`config.mk`:
```
export PLATFORM = sky130hd
export DESIGN_NAME = rr_sel_arb
export DESIGN_NICKNAME = d
export VERILOG_FILES = /design/src/rtl/rr_sel_pkg.sv /design/src/rtl/rr_pick.sv /design/src/rtl/rr_sel_arb.sv
export SDC_FILE = /design/constraint.sdc
export NUM_CORES = 1
export LEC_CHECK = 0
export ABC_CLOCK_PERIOD_IN_PS = 4400
export CORE_ASPECT_RATIO = 0.7
export CORE_UTILIZATION = 55
export CTS_CLUSTER_DIAMETER = 80
export DETAILED_ROUTE_END_ITERATION = 8
export GPL_ROUTABILITY_DRIVEN = 0
export PLACE_DENSITY = 0.79
export SLEW_MARGIN = 20
export SYNTH_ARGS = -nofsm -noshare
export SYNTH_HDL_FRONTEND = slang
export SYNTH_SLANG_ARGS = --single-unit
```
`constraint.sdc`:
```
create_clock -name clk -period 4.4 [get_ports clk]
set_clock_uncertainty 0.05 [all_clocks]
set_input_delay 0.44 -clock clk [delete_from_list [all_inputs] [get_ports clk]]
set_output_delay 0.44 -clock clk [all_outputs]
set_load 0.03 [all_outputs]
```
`src/rtl/rr_sel_pkg.sv`:
```
// rtl/rr_sel_pkg.sv - shared constants, FSM state type and hold-counter sizing for rr_sel_arb
package rr_sel_pkg;

    localparam int NREQ  = 8;
    localparam int SEL_W = 3;

    typedef enum logic {
        ST_IDLE  = 1'b0,
        ST_GRANT = 1'b1
    } state_t;

    // Counter must be able to reach hold_max itself (saturation value)
    function automatic int hold_cnt_w(input int hold_max);
        return $clog2(hold_max + 1);
    endfunction

endpackage

```
`src/rtl/rr_pick.sv`:
```
// rtl/rr_pick.sv - combinational rotate-priority finder: first set request above ptr, wrapping
module rr_pick
    import rr_sel_pkg::*;
(
    input  logic [NREQ-1:0]  req,
    input  logic [SEL_W-1:0] ptr,
    output logic [SEL_W-1:0] idx,
    output logic             any
);

    logic             w_found;
    logic [SEL_W-1:0] w_cand;

    // Scan ptr+1, ptr+2, ... ptr+8 (mod 8); the last candidate is ptr itself,
    // so the previous owner only wins when nobody else is asking.
    always_comb begin
        idx     = '0;
        any     = |req;
        w_found = 1'b0;
        w_cand  = '0;
        for (int k = 1; k <= NREQ; k++) begin
            w_cand = ptr + SEL_W'(k);
            if (!w_found && req[w_cand]) begin
                idx     = w_cand;
                w_found = 1'b1;
            end
        end
    end

endmodule

```
`src/rtl/rr_sel_arb.sv`:
```
// rtl/rr_sel_arb.sv - 8-way round-robin arbiter with registered select index; optional hold timeout via RR_SEL_ARB_TIMEOUT_EN
module rr_sel_arb
    import rr_sel_pkg::*;
#(
    parameter int HOLD_MAX = 16
) (
    input  logic             clk,
    input  logic             rst_n,
    input  logic [NREQ-1:0]  req,
    input  logic             done,
    output logic [SEL_W-1:0] sel,
    output logic             sel_vld,
    output logic             busy,
    output logic             to_err
);

    if ((HOLD_MAX < 2) || (HOLD_MAX > 255)) begin : g_bad_hold_max
        $error("rr_sel_arb: HOLD_MAX must be in 2..255");
    end

    state_t           r_state;
    state_t           w_state_nxt;
    logic [SEL_W-1:0] r_ptr;
    logic [SEL_W-1:0] w_ptr_nxt;
    logic [SEL_W-1:0] r_sel;
    logic [SEL_W-1:0] w_sel_nxt;
    logic             r_to_err;
    logic             w_to_err_nxt;
    logic [SEL_W-1:0] w_pick_idx;
    logic             w_pick_any;
    logic             w_timeout;

    rr_pick u_pick (
        .req (req),
        .ptr (r_ptr),
        .idx (w_pick_idx),
        .any (w_pick_any)
    );

`ifdef RR_SEL_ARB_TIMEOUT_EN
    localparam int HOLD_W = hold_cnt_w(HOLD_MAX);

    logic [HOLD_W-1:0] r_cnt;

    // Hold counter: zero while idle so every grant starts from 0, saturating during a grant
    always_ff @(posedge clk or negedge rst_n) begin
        if (!rst_n) begin
            r_cnt <= '0;
        end else if (r_state == ST_IDLE) begin
            r_cnt <= '0;
        end else if (r_cnt != HOLD_W'(HOLD_MAX)) begin
            r_cnt <= r_cnt + 1'b1;
        end
    end

    // Counter reads HOLD_MAX-1 on the edge that closes the HOLD_MAX-th granted cycle
    assign w_timeout = (r_state == ST_GRANT) && (r_cnt == HOLD_W'(HOLD_MAX - 1));
`else
    assign w_timeout = 1'b0;
`endif

    // State, pointer, select and error pulse registers
    always_ff @(posedge clk or negedge rst_n) begin
        if (!rst_n) begin
            r_state  <= ST_IDLE;
            r_ptr    <= 3'd7;
            r_sel    <= '0;
            r_to_err <= 1'b0;
        end else begin
            r_state  <= w_state_nxt;
            r_ptr    <= w_ptr_nxt;
            r_sel    <= w_sel_nxt;
            r_to_err <= w_to_err_nxt;
        end
    end

    // Next-state logic: grant from IDLE, release on done (wins over timeout)
    always_comb begin
        w_state_nxt  = r_state;
        w_ptr_nxt    = r_ptr;
        w_sel_nxt    = r_sel;
        w_to_err_nxt = 1'b0;
        case (r_state)
            ST_IDLE: begin
                if (w_pick_any) begin
                    w_state_nxt = ST_GRANT;
                    w_ptr_nxt   = w_pick_idx;
                    w_sel_nxt   = w_pick_idx;
                end
            end
            ST_GRANT: begin
                if (done) begin
                    w_state_nxt = ST_IDLE;
                end else if (w_timeout) begin
                    w_state_nxt  = ST_IDLE;
                    w_to_err_nxt = 1'b1;
                end
            end
            default: begin
                w_state_nxt = ST_IDLE;
            end
        endcase
    end

    assign sel     = r_sel;
    assign sel_vld = (r_state == ST_GRANT);
    assign busy    = sel_vld;
    assign to_err  = r_to_err;

endmodule

```
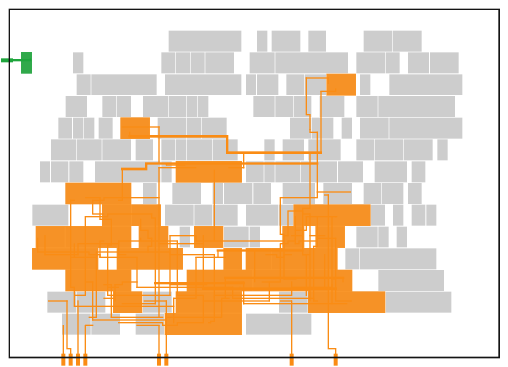
Figure 1: run 1, I/O nets highlighted.
Scale: 8 px per µm.
port	colour	bits	direction	end cells	buffers	wire
`to_err`	green	1	output	1	0	2.20 µm
`req`	orange	8	input	26	8	772 µm
# IOs: 17
IO Port Bufs: 15

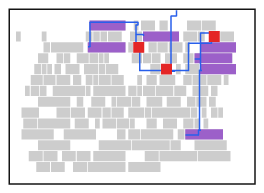
Figure 2: run 1, clock wires, drivers and flops.
Scale: 4 px per µm.
[clock wires] blue | length: 113 µm
[clock-net drivers] red | count: 3
[flip-flops] purple | count: 7
routed clock nets	4
clk_lat worst skew: 0.26 ns

==> results.toml, run 1 <==
# flow metrics
[clock_network]
hold_buffers = 0
cts_resized = 0
htreeDepth = 1

[logic_synthesis]
avgSynthCellArea_um2 = 9.87
synthCells = 136
area_leaders = "mux4_2 18%, mux2i_1 8.2%, mux4_1 7.8%"
yosysSeqAreaShare_pct = 13.3

[cells_and_area]
n_fill_cell = 181
ff_count = 7

[detailed_routing]
wl_met2_mm = 1.60
ant_nets = 0
num_vias = 1234
vias_per_cell = 7.05

[global_route]
met3_usage_pct = 4.18
grt_use_total_pct = 29.2
overflow = 0

[timing]
slew_violations = 0
rsz0062_at_grt = "false"

[setup_path]
worst-path-stages = 8
cp.buffers_inverters = 1
cp_top_family = "flip-flops"
crit_slowest_cell = "dfstp_2"
critPathMaxStageDelay_ns = 0.79

[floorplanning]
fp_util_pct = 60.3

[run_status]
status = "complete, no violations"
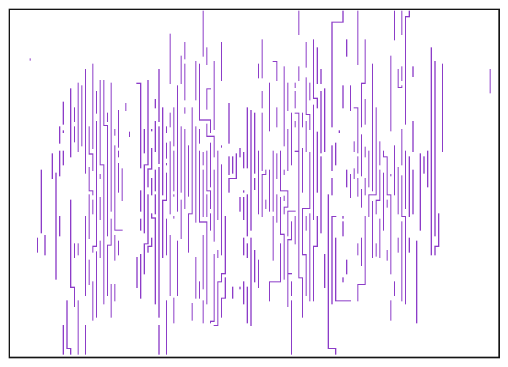
Figure 3: run 1, signal wires on met2.
Scale: 8 px per µm.
nets with wire on the layer	137
longest straight run	25.8 µm
share of all routed wire	47%
main direction	vertical
wire length on this layer	1600 µm

## Run 2: what changed since run 1
- ABC_CLOCK_PERIOD_IN_PS: 4400 -> 3380
- clock period: 4.4 -> 3.38 ns (I/O delays scaled with it)
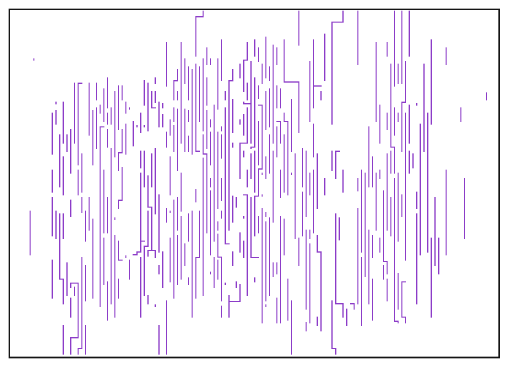
Figure 4: run 2, signal wires on met2.
Scale: 8 px per µm.
nets with wire on the layer	139
share of all routed wire	47%
wire length on this layer	1600 µm
vias post-DR: 1275
GRT met2 Usage: 40.7%

==> run 2 against run 1 <==
First-iteration DRC count shrank 28%. Area after synthesis unchanged. Routed wire length rose by 0.56%. Register-to-register slack got worse by 0.45 ns. Die size stayed put. Core utilization increased by 0.45 points. Non-clock buffer count grew 1. Final cell count grew 0.57%. Global-route usage barely moved. Critical endpoint is now sel[2]. Highest routed layer unchanged.
==> results.toml, run 2 <==
# flow metrics
[run_status]
status = "complete, no violations"

[clock_network]
worstSkewPairLatency_ns = 0.26
cts_buffer_depth = 2
cts_resized = 0
clk_pin_slew_ns = 0.06
htreeDepth = 1
hold_buffers = 0

[detailed_routing]
wl_met2_mm = 1.60
vias_per_cell = 7.24
avgRoutedWirePerCell_um = 19.3
ant_nets = 0

[cells_and_area]
nClkBuffers = 4
n_fill_cell = 187
comb_area_share_pct = 70.2
final_cell_mix = "15 x clkdlybuf4s50_1, 11 x mux2i_1, 11 x mux4_2"
ff_count = 7

[logic_synthesis]
area_leaders = "mux4_2 18%, mux2i_1 8.2%, mux4_1 7.8%"
ys_cells = 136
async_flop_share_pct = 100
avgSynthCellArea_um2 = 9.87
yosysSeqAreaShare_pct = 13.3
edf_count = 0
mux_share_pct = 42.9
mappedNetlistArea_um2 = 1340

[timing]
slew_violations = 0
tightest_slew_ns = 0.527
rsz0062_at_grt = "false"

[setup_path]
critPathMaxStageDelay_ns = 0.57
cp_top_family = "multiplexers"
worst-path-stages = 8
cp.buffers_inverters = 1
crit_slowest_cell = "ha_2"

[job]
cap_viol_max_count = 0

[global_route]
overflow = 0
grt_use_total_pct = 29.1
met3_usage_pct = 6.57

[place]
io_buffers = 15

[floorplanning]
fp_util_pct = 60.3
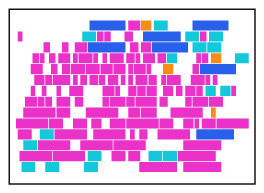
Figure 5: run 2, cell classes on the final placement.
Scale: 4 px per µm.
class	colour	cells
registers	blue	7
clock drivers and dummy loads	orange	4
remaining buffers and delay cells	cyan	18
remaining logic cells	magenta	115
flop share of the area: 11.9%
Final Util: 67.6%
post-route cell area: 1500 µm²
core area: 2220 µm²
Row Count: 14

## Run 3: what changed since run 2
- ABC_CLOCK_PERIOD_IN_PS: 3380 -> default
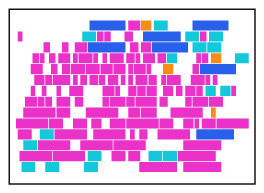
Figure 6: run 3, cell classes on the final placement.
Scale: 4 px per µm.
class	colour	cells
clock drivers and dummy loads	orange	4
registers	blue	7
remaining logic cells	magenta	115
remaining buffers and delay cells	cyan	18

==> run 3 against run 2 <==
Critical path depth is the same. Maximum frequency stayed put. Final cell count unchanged. Critical endpoint unchanged. First-iteration DRC count unchanged. Highest routed layer unchanged.
==> results.toml, run 3 <==
# flow metrics
[run_status]
status = "complete, no violations"

[logic_synthesis]
mappedNetlistArea_um2 = 1340
yosysSeqAreaShare_pct = 13.3
top_cells_by_count = "11 x mux2i_1, 11 x mux4_2, 8 x a21oi_1"
ys_cells = 136
async_flop_share_pct = 100
edf_count = 0

[cells_and_area]
stdcell_area_um2 = 1500
lay_top_count = "clkdlybuf4s50_1"
final_cell_mix = "15 x clkdlybuf4s50_1, 11 x mux2i_1, 11 x mux4_2"
area.combinational_um2 = 1060
seq_area_share_pct = 11.9
nClkBuffers = 4
comb_area_share_pct = 70.2

[clock_network]
htreeDepth = 1
hold_buffers = 0
cts_buffer_depth = 2
worstSkewPairLatency_ns = 0.26
clk_pin_slew_ns = 0.06

[detailed_routing]
drt_iter0_drc = 74
num_vias = 1275
vias_per_cell = 7.24
avgRoutedWirePerCell_um = 19.3
wl_met2_mm = 1.60

[setup_path]
worst-path-stages = 8
cp.buffers_inverters = 1
cp_top_family = "multiplexers"

[timing]
slew_violations = 0
tightest_slew_ns = 0.527
rsz0062_at_grt = "false"

[job]
cap_viol_max_count = 0

[global_route]
grt_use_total_pct = 29.1
grt_pass1_vias = 1165
use_met2_pct = 40.7
antenna_found_initial = 0
overflow = 0

[floorplanning]
fp_util_pct = 60.3
core_area_um2 = 2220

[place]
dp_worst_setup_slack_ns = 0.171
io_buffers = 15
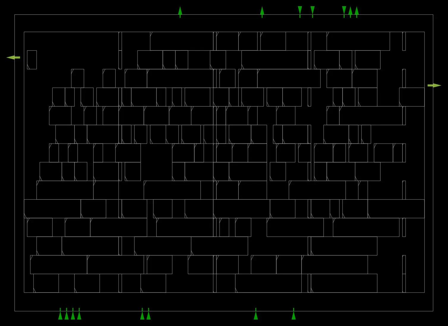
Figure 7: run 3, cell outlines without signal wires.
registers: 7
tap cells: 32
# fillers: 187
fin cells: 176

